<file path="src/rtl/ms_pkg.sv">
// Shared types and constants for the mem_slave block.
//   ms_state_e        : controller state encoding
//   CMD_READ/CMD_WRITE: values of m_s_cmd
//   ERR_RDATA_DEFAULT : default read data for out-of-range reads
package ms_pkg;

    typedef enum logic [1:0] {
        ST_IDLE  = 2'd0,
        ST_WAIT  = 2'd1,
        ST_ACK   = 2'd2,
        ST_RDATA = 2'd3
    } ms_state_e;

    localparam logic CMD_READ  = 1'b0;
    localparam logic CMD_WRITE = 1'b1;

    localparam logic [31:0] ERR_RDATA_DEFAULT = 32'hDEAD_BEEF;

endpackage

</file>
<file path="src/rtl/mem_slave_if.sv">
// Simple request/ack memory bus between a master and mem_slave.
//   m_s_req   : master request (held until accepted)
//   m_s_addr  : byte address
//   m_s_cmd   : 1 = write, 0 = read
//   m_s_wdata : write data
//   s_m_ack   : one-cycle completion strobe from the slave
//   s_m_rdata : read data, valid in the cycle after ack of a read, else 0
interface master_slave_interface;

    logic        m_s_req;
    logic [31:0] m_s_addr;
    logic        m_s_cmd;
    logic [31:0] m_s_wdata;
    logic        s_m_ack;
    logic [31:0] s_m_rdata;

    modport master_interface (
        output m_s_req,
        output m_s_addr,
        output m_s_cmd,
        output m_s_wdata,
        input  s_m_ack,
        input  s_m_rdata
    );

    modport slave_interface (
        input  m_s_req,
        input  m_s_addr,
        input  m_s_cmd,
        input  m_s_wdata,
        output s_m_ack,
        output s_m_rdata
    );

endinterface

</file>
<file path="src/rtl/mem_slave_regfile.sv">
// Word storage for mem_slave: one write port, one registered read port.
// Every word and the read register clear on reset.
//   clk, resetn : clock and async active-low reset
//   we_i        : write strobe, waddr_i/wdata_i
//   re_i        : read strobe, captures mem[raddr_i] into rdata_o
//   rdata_o     : registered read data
module mem_slave_regfile #(
    parameter int unsigned DEPTH = 16
) (
    input  logic                     clk,
    input  logic                     resetn,
    input  logic                     we_i,
    input  logic [$clog2(DEPTH)-1:0] waddr_i,
    input  logic [31:0]              wdata_i,
    input  logic                     re_i,
    input  logic [$clog2(DEPTH)-1:0] raddr_i,
    output logic [31:0]              rdata_o
);

    logic [31:0] mem_q [DEPTH];
    logic [31:0] rdata_q;

    always_ff @(posedge clk or negedge resetn) begin
        if (!resetn) begin
            for (int i = 0; i < int'(DEPTH); i++) begin
                mem_q[i] <= '0;
            end
            rdata_q <= '0;
        end else begin
            if (we_i) begin
                mem_q[waddr_i] <= wdata_i;
            end
            if (re_i) begin
                rdata_q <= mem_q[raddr_i];
            end
        end
    end

    assign rdata_o = rdata_q;

endmodule

</file>
<file path="src/rtl/mem_slave.sv">
// Memory-mapped slave with programmable wait states and an out-of-range
// access counter.
//   clk, resetn : clock and async active-low reset
//   bus         : request/ack slave port (see master_slave_interface)
//   wait_cfg    : wait cycles before ack, sampled at accept
//   busy        : high whenever the controller is not idle
//   err_cnt     : saturating count of out-of-range accesses
//
// state    | meaning
// ---------+------------------------------------------------------
// ST_IDLE  | waiting for m_s_req; request latched on accept
// ST_WAIT  | down-counting latched wait cycles
// ST_ACK   | s_m_ack high; write commits / read captured at end
// ST_RDATA | s_m_rdata carries the read word for one cycle
module mem_slave
    import ms_pkg::*;
#(
    parameter int unsigned DEPTH     = 16,
    parameter logic [31:0] ERR_RDATA = ERR_RDATA_DEFAULT
) (
    input  logic                           clk,
    input  logic                           resetn,
    master_slave_interface.slave_interface bus,
    input  logic [3:0]                     wait_cfg,
    output logic                           busy,
    output logic [7:0]                     err_cnt
);

    localparam int unsigned AW = $clog2(DEPTH);

    ms_state_e   state_q, state_d;
    // Only word-address bits 30:2 matter; bit 31 and the byte offset are dropped.
    logic [28:0] addr_q, addr_d;
    logic        cmd_q, cmd_d;
    logic [31:0] wdata_q, wdata_d;
    logic [3:0]  cnt_q, cnt_d;
    logic [7:0]  err_cnt_q, err_cnt_d;

    logic          oor;
    logic [AW-1:0] idx;
    logic          rf_we;
    logic          rf_re;
    logic [31:0]   rf_rdata;
    logic          unused_addr_bits;

    assign unused_addr_bits = ^{bus.m_s_addr[31], bus.m_s_addr[1:0]};

    assign idx = addr_q[AW-1:0];
    assign oor = (addr_q >> AW) != '0;

    always_ff @(posedge clk or negedge resetn) begin
        if (!resetn) begin
            state_q   <= ST_IDLE;
            addr_q    <= '0;
            cmd_q     <= CMD_READ;
            wdata_q   <= '0;
            cnt_q     <= '0;
            err_cnt_q <= '0;
        end else begin
            state_q   <= state_d;
            addr_q    <= addr_d;
            cmd_q     <= cmd_d;
            wdata_q   <= wdata_d;
            cnt_q     <= cnt_d;
            err_cnt_q <= err_cnt_d;
        end
    end

    always_comb begin
        state_d   = state_q;
        addr_d    = addr_q;
        cmd_d     = cmd_q;
        wdata_d   = wdata_q;
        cnt_d     = cnt_q;
        err_cnt_d = err_cnt_q;

        unique case (state_q)
            ST_IDLE: begin
                if (bus.m_s_req) begin
                    addr_d  = bus.m_s_addr[30:2];
                    cmd_d   = bus.m_s_cmd;
                    wdata_d = bus.m_s_wdata;
                    cnt_d   = wait_cfg;
                    state_d = (wait_cfg != 4'd0) ? ST_WAIT : ST_ACK;
                end
            end
            ST_WAIT: begin
                cnt_d = cnt_q - 4'd1;
                if (cnt_q == 4'd1) begin
                    state_d = ST_ACK;
                end
            end
            ST_ACK: begin
                if (oor && (err_cnt_q != 8'hFF)) begin
                    err_cnt_d = err_cnt_q + 8'd1;
                end
                state_d = (cmd_q == CMD_WRITE) ? ST_IDLE : ST_RDATA;
            end
            ST_RDATA: begin
                state_d = ST_IDLE;
            end
            default: begin
                state_d = ST_IDLE;
            end
        endcase
    end

    // Out-of-range writes never reach the array; reads are captured regardless
    // and substituted with ERR_RDATA at the output.
    assign rf_we = (state_q == ST_ACK) && (cmd_q == CMD_WRITE) && !oor;
    assign rf_re = (state_q == ST_ACK) && (cmd_q == CMD_READ);

    mem_slave_regfile #(
        .DEPTH (DEPTH)
    ) u_regfile (
        .clk     (clk),
        .resetn  (resetn),
        .we_i    (rf_we),
        .waddr_i (idx),
        .wdata_i (wdata_q),
        .re_i    (rf_re),
        .raddr_i (idx),
        .rdata_o (rf_rdata)
    );

    assign bus.s_m_ack   = (state_q == ST_ACK);
    assign bus.s_m_rdata = (state_q != ST_RDATA) ? 32'h0 :
                           (oor ? ERR_RDATA : rf_rdata);
    assign busy          = (state_q != ST_IDLE);
    assign err_cnt       = err_cnt_q;

endmodule

</file>
<file path="src/flat_wrapper.sv">
// flat-port wrapper written by rule: the top's interface ports become plain ports
module mem_slave_flat import ms_pkg::*;
#(
    parameter int unsigned DEPTH     = 16,
    parameter logic [31:0] ERR_RDATA = ERR_RDATA_DEFAULT
)
  (clk, resetn, wait_cfg, busy, err_cnt, bus_m_s_req, bus_m_s_addr, bus_m_s_cmd, bus_m_s_wdata, bus_s_m_ack, bus_s_m_rdata);
  master_slave_interface bus_i ();
  input  logic clk;
  input  logic resetn;
  input  logic [3:0] wait_cfg;
  output logic busy;
  output logic [7:0] err_cnt;
  input wire logic [$bits(bus_i.m_s_req)-1:0] bus_m_s_req;
  input wire logic [$bits(bus_i.m_s_addr)-1:0] bus_m_s_addr;
  input wire logic [$bits(bus_i.m_s_cmd)-1:0] bus_m_s_cmd;
  input wire logic [$bits(bus_i.m_s_wdata)-1:0] bus_m_s_wdata;
  output wire logic [$bits(bus_i.s_m_ack)-1:0] bus_s_m_ack;
  output wire logic [$bits(bus_i.s_m_rdata)-1:0] bus_s_m_rdata;
  assign bus_i.m_s_req = bus_m_s_req;
  assign bus_i.m_s_addr = bus_m_s_addr;
  assign bus_i.m_s_cmd = bus_m_s_cmd;
  assign bus_i.m_s_wdata = bus_m_s_wdata;
  assign bus_s_m_ack = bus_i.s_m_ack;
  assign bus_s_m_rdata = bus_i.s_m_rdata;
  mem_slave #(.DEPTH(DEPTH), .ERR_RDATA(ERR_RDATA)) u_core (.clk(clk), .resetn(resetn), .bus(bus_i), .wait_cfg(wait_cfg), .busy(busy), .err_cnt(err_cnt));
endmodule
</file>
<file path="config.mk">
export PLATFORM = sky130hd
export DESIGN_NAME = mem_slave_flat
export DESIGN_NICKNAME = d
export VERILOG_FILES = /design/src/rtl/ms_pkg.sv /design/src/rtl/mem_slave_if.sv /design/src/rtl/mem_slave_regfile.sv /design/src/rtl/mem_slave.sv /design/src/flat_wrapper.sv
export SDC_FILE = /design/constraint.sdc
export NUM_CORES = 1
export LEC_CHECK = 0
export CAP_MARGIN = 20
export CORE_ASPECT_RATIO = 1.25
export CORE_MARGIN = 10
export CORE_UTILIZATION = 35
export CTS_CLUSTER_DIAMETER = 100
export DETAILED_ROUTE_END_ITERATION = 16
export GPL_TIMING_DRIVEN = 0
export SYNTH_ARGS = -nofsm -noshare
export SYNTH_HDL_FRONTEND = slang
export SYNTH_SLANG_ARGS = --single-unit
</file>
<file path="constraint.sdc">
create_clock -name clk -period 5.8 [get_ports clk]
set_input_delay 1.74 -clock clk [delete_from_list [all_inputs] [get_ports clk]]
set_output_delay 1.74 -clock clk [all_outputs]
set_load 0.02 [all_outputs]
</file>
==> out/qor.yml <==
holdPathEnd: "u_core.u_regfile.mem_q[462]$_DFFE_PN0P_"
pg_seq_w: 0.00516
grt_max_degree: 124
tightest_slew_ns: 1.11
area_growth_syn_to_layout_pct: 17.5
seqCellArea_um2: 15500
ctsHoldBuffers: 0
cp-startpoint: "u_core.addr_q[7]$_DFFE_PN0P_"
comb_cells: 1187
fin_util_pct: 41.6
adder_share_pct: 0.134
ys_sh_aoi_pct: 4.32
powerComb_w: 0.00379
async_flop_share_pct: 100
peakVddDrop_mv: 0.381
setup_viol: 0
comb_share_pct: 35.2
rrSetupSlack_ns: 2.63
clock.fmax_mhz: 184
combPwrFrac_pct: 28.3
num_rows: 115
ys_warn_count: 0
critPathSlowestCell: "clkdlybuf4s50_1"
clock-sinks: 620
max_stage_delay_ns: 0.57
clkPwrFrac_pct: 33.2
relSlewSlack_pct: 25.8
critPathCapture: "bus_s_m_rdata[11]"
clock_path_buffers: 3
antenna_found_initial: 0
largestClassByArea: "registers"
htree_levels: 3
num_antenna_cells: 1
seqPwrFrac_pct: 38.5
crit_type: "flop to primary output"
ys_area_um2: 27900
worstSetupEndpointType: "primary output"
cts_resized: 0
place.gp.congestion: 0.849
clock_latency_ns: 0.62
taps: 1053
reg2reg_to: "u_core.u_regfile.rdata_o[24]$_DFFE_PN0P_"
first_global_vias: 18900
logic_family: "multiplexers"
hold_ws_ns: 0.488
yosysUniqueCellTypes: 39
post_cts_buffers: 0
top_level_ports: 114
fin_tns_setup_ns: 0
r2r.worst_path.cells: 8
outcome: "completed"
hpwl_um: 56400
drc: 0
path_clk_slew_ns: 0.06
synthesis.area_um2: 27900
critical-path-top-delay-family: "buffers and inverters"
finalPower_w: 0.0134
p_per_area_nw_per_um2: 408
placed_area_um2: 30500
rsz0062_at_grt: "no"
die_h_um: 336
num-nonclk-buffers: 281
maxSlewViolCount: 0
crit_top_cell: "clkbuf_1"
hp-start: "u_core.u_regfile.mem_q[462]$_DFFE_PN0P_"
preCtsSetupSlack_ns: 0.965
fill_cells: 7314
ys_sh_xor_pct: 0.220
netlist_instances: 1976
inv_count: 6
drv_cap: 0
postRouteAntennaNets: 0
placed_cells: 3146
top_register: "u_core.u_regfile.mem_q"
powerClk_w: 0.00444
numSynthFlops: 620
grt_pass1_wl_um: 124000
synth-edff-count: 0
drive_gt1_share_pct: 36.0
setup_slack_ns: 0.376
nets: 2238
cp.arrival_ns: 3.68
seq_cells: 620
crit_chain: "nor4_1 -> nand4_1 -> or3_1 -> clkbuf_1 -> clkbuf_1 -> o21a_1 -> clkdlybuf4s50_1"
synth_nets: 2051
die_w_um: 273
period_needed_ns: 5.42
numCtsBuffers: 67
viasPerCell: 5.42
clock_buffers: 99
drt_iter0_markers: 1213
warnings: 42
seq_share_pct: 47.3
p_leak_nw: 15.8
path_depth: 7
dr.pass1.iters: 5
fin_cells: 3270
period_used_pct: 93.5
cts-root-buf: "clkbuf_16"
path_buffers: 3
tritoncts: "yes"
swShare_pct: 35.8
p_switching_w: 0.00480
largest_register_ffs: 512
cp_max_fo: 10
ys_sh_simple_pct: 3.82
grt.overflow.total: 0
final_area_um2: 32800
core_um2: 78900
hold_depth: 1
synth_top_flop_cell: "dfrtp_1"
area_share_nonclk_buffers_pct: 6.40
ys_seq_share_pct: 55.6
internal_power_w: 0.00860
die_area_um2: 91500
logic_area_um2: 11600
required_ns: 4.06
[layer usage]
metal | vias up | routed length [µm] | global-route usage, %
li1 | 7588 | - | -
met1 | 9455 | 34800 | 22.4
met2 | 507 | 42100 | 31.2
met3 | 180 | 4390 | 3.42
met4 | 0 | 3540 | 8.03
met5 | - | 0 | 0
[layout by cell type (no fill, tap or decap), drive strengths merged, types with 5 or more instances in the layout]
| cell | synthesis | routed |
|---|---|---|
| dfrtp | 620 | 620 |
| mux2 | 575 | 575 |
| mux2i | 192 | 192 |
| clkbuf | 78 | 177 |
| clkdlybuf4s50 | 0 | 109 |
| buf | 85 | 94 |
| nor2 | 89 | 89 |
| o22ai | 71 | 71 |
| mux4 | 32 | 32 |
| a31oi | 32 | 32 |
| nand2 | 28 | 28 |
| o21a | 24 | 24 |
| a21oi | 21 | 21 |
| o21ai | 20 | 20 |
| nand3 | 20 | 20 |
| nand4 | 19 | 19 |
| a221oi | 17 | 17 |
| and3 | 12 | 12 |
| clkinv | 1 | 12 |
| inv | 5 | 11 |
| xnor2 | 7 | 7 |
| nor4 | 6 | 6 |
| bufinv | 0 | 5 |
[cell usage after synthesis, drive strengths merged (5+ instances only)]
library cell	n	area share [%]
dfrtp	620	56
mux2	575	23
mux2i	192	6.9
nor2	89	1.2
buf	85	1.9
clkbuf	78	1.0
o22ai	71	1.6
a31oi	32	0.72
mux4	32	2.6
nand2	28	0.38
o21a	24	0.65
a21oi	21	0.38
nand3	20	0.36
o21ai	20	0.36
nand4	19	1.1
a221oi	17	0.53
and3	12	0.27
xnor2	7	0.22
nor4	6	0.13
inv	5	0.067
Routed metal, one colour a layer:
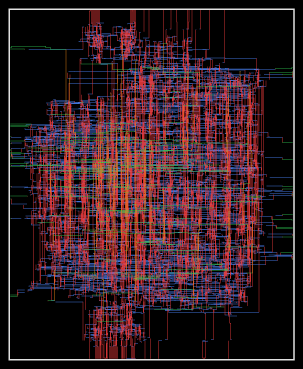
[M2] red | wire length: 42.1 mm
[M3] green | wire length: 4390 µm
[M1] blue | wire length: 34.8 mm
[M4] orange | wire length: 3540 µm
routed wire length: 84800 µm
via count: 17700
GRT Total Usage: 18.3%
routed length per instance: 25.9 µm

Track usage over the die:
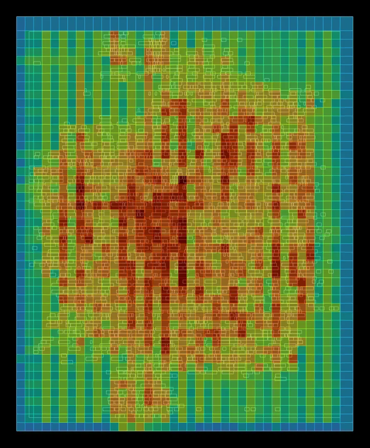
met1 Use GR: 22.4%
met3 Usage GRT: 3.42%

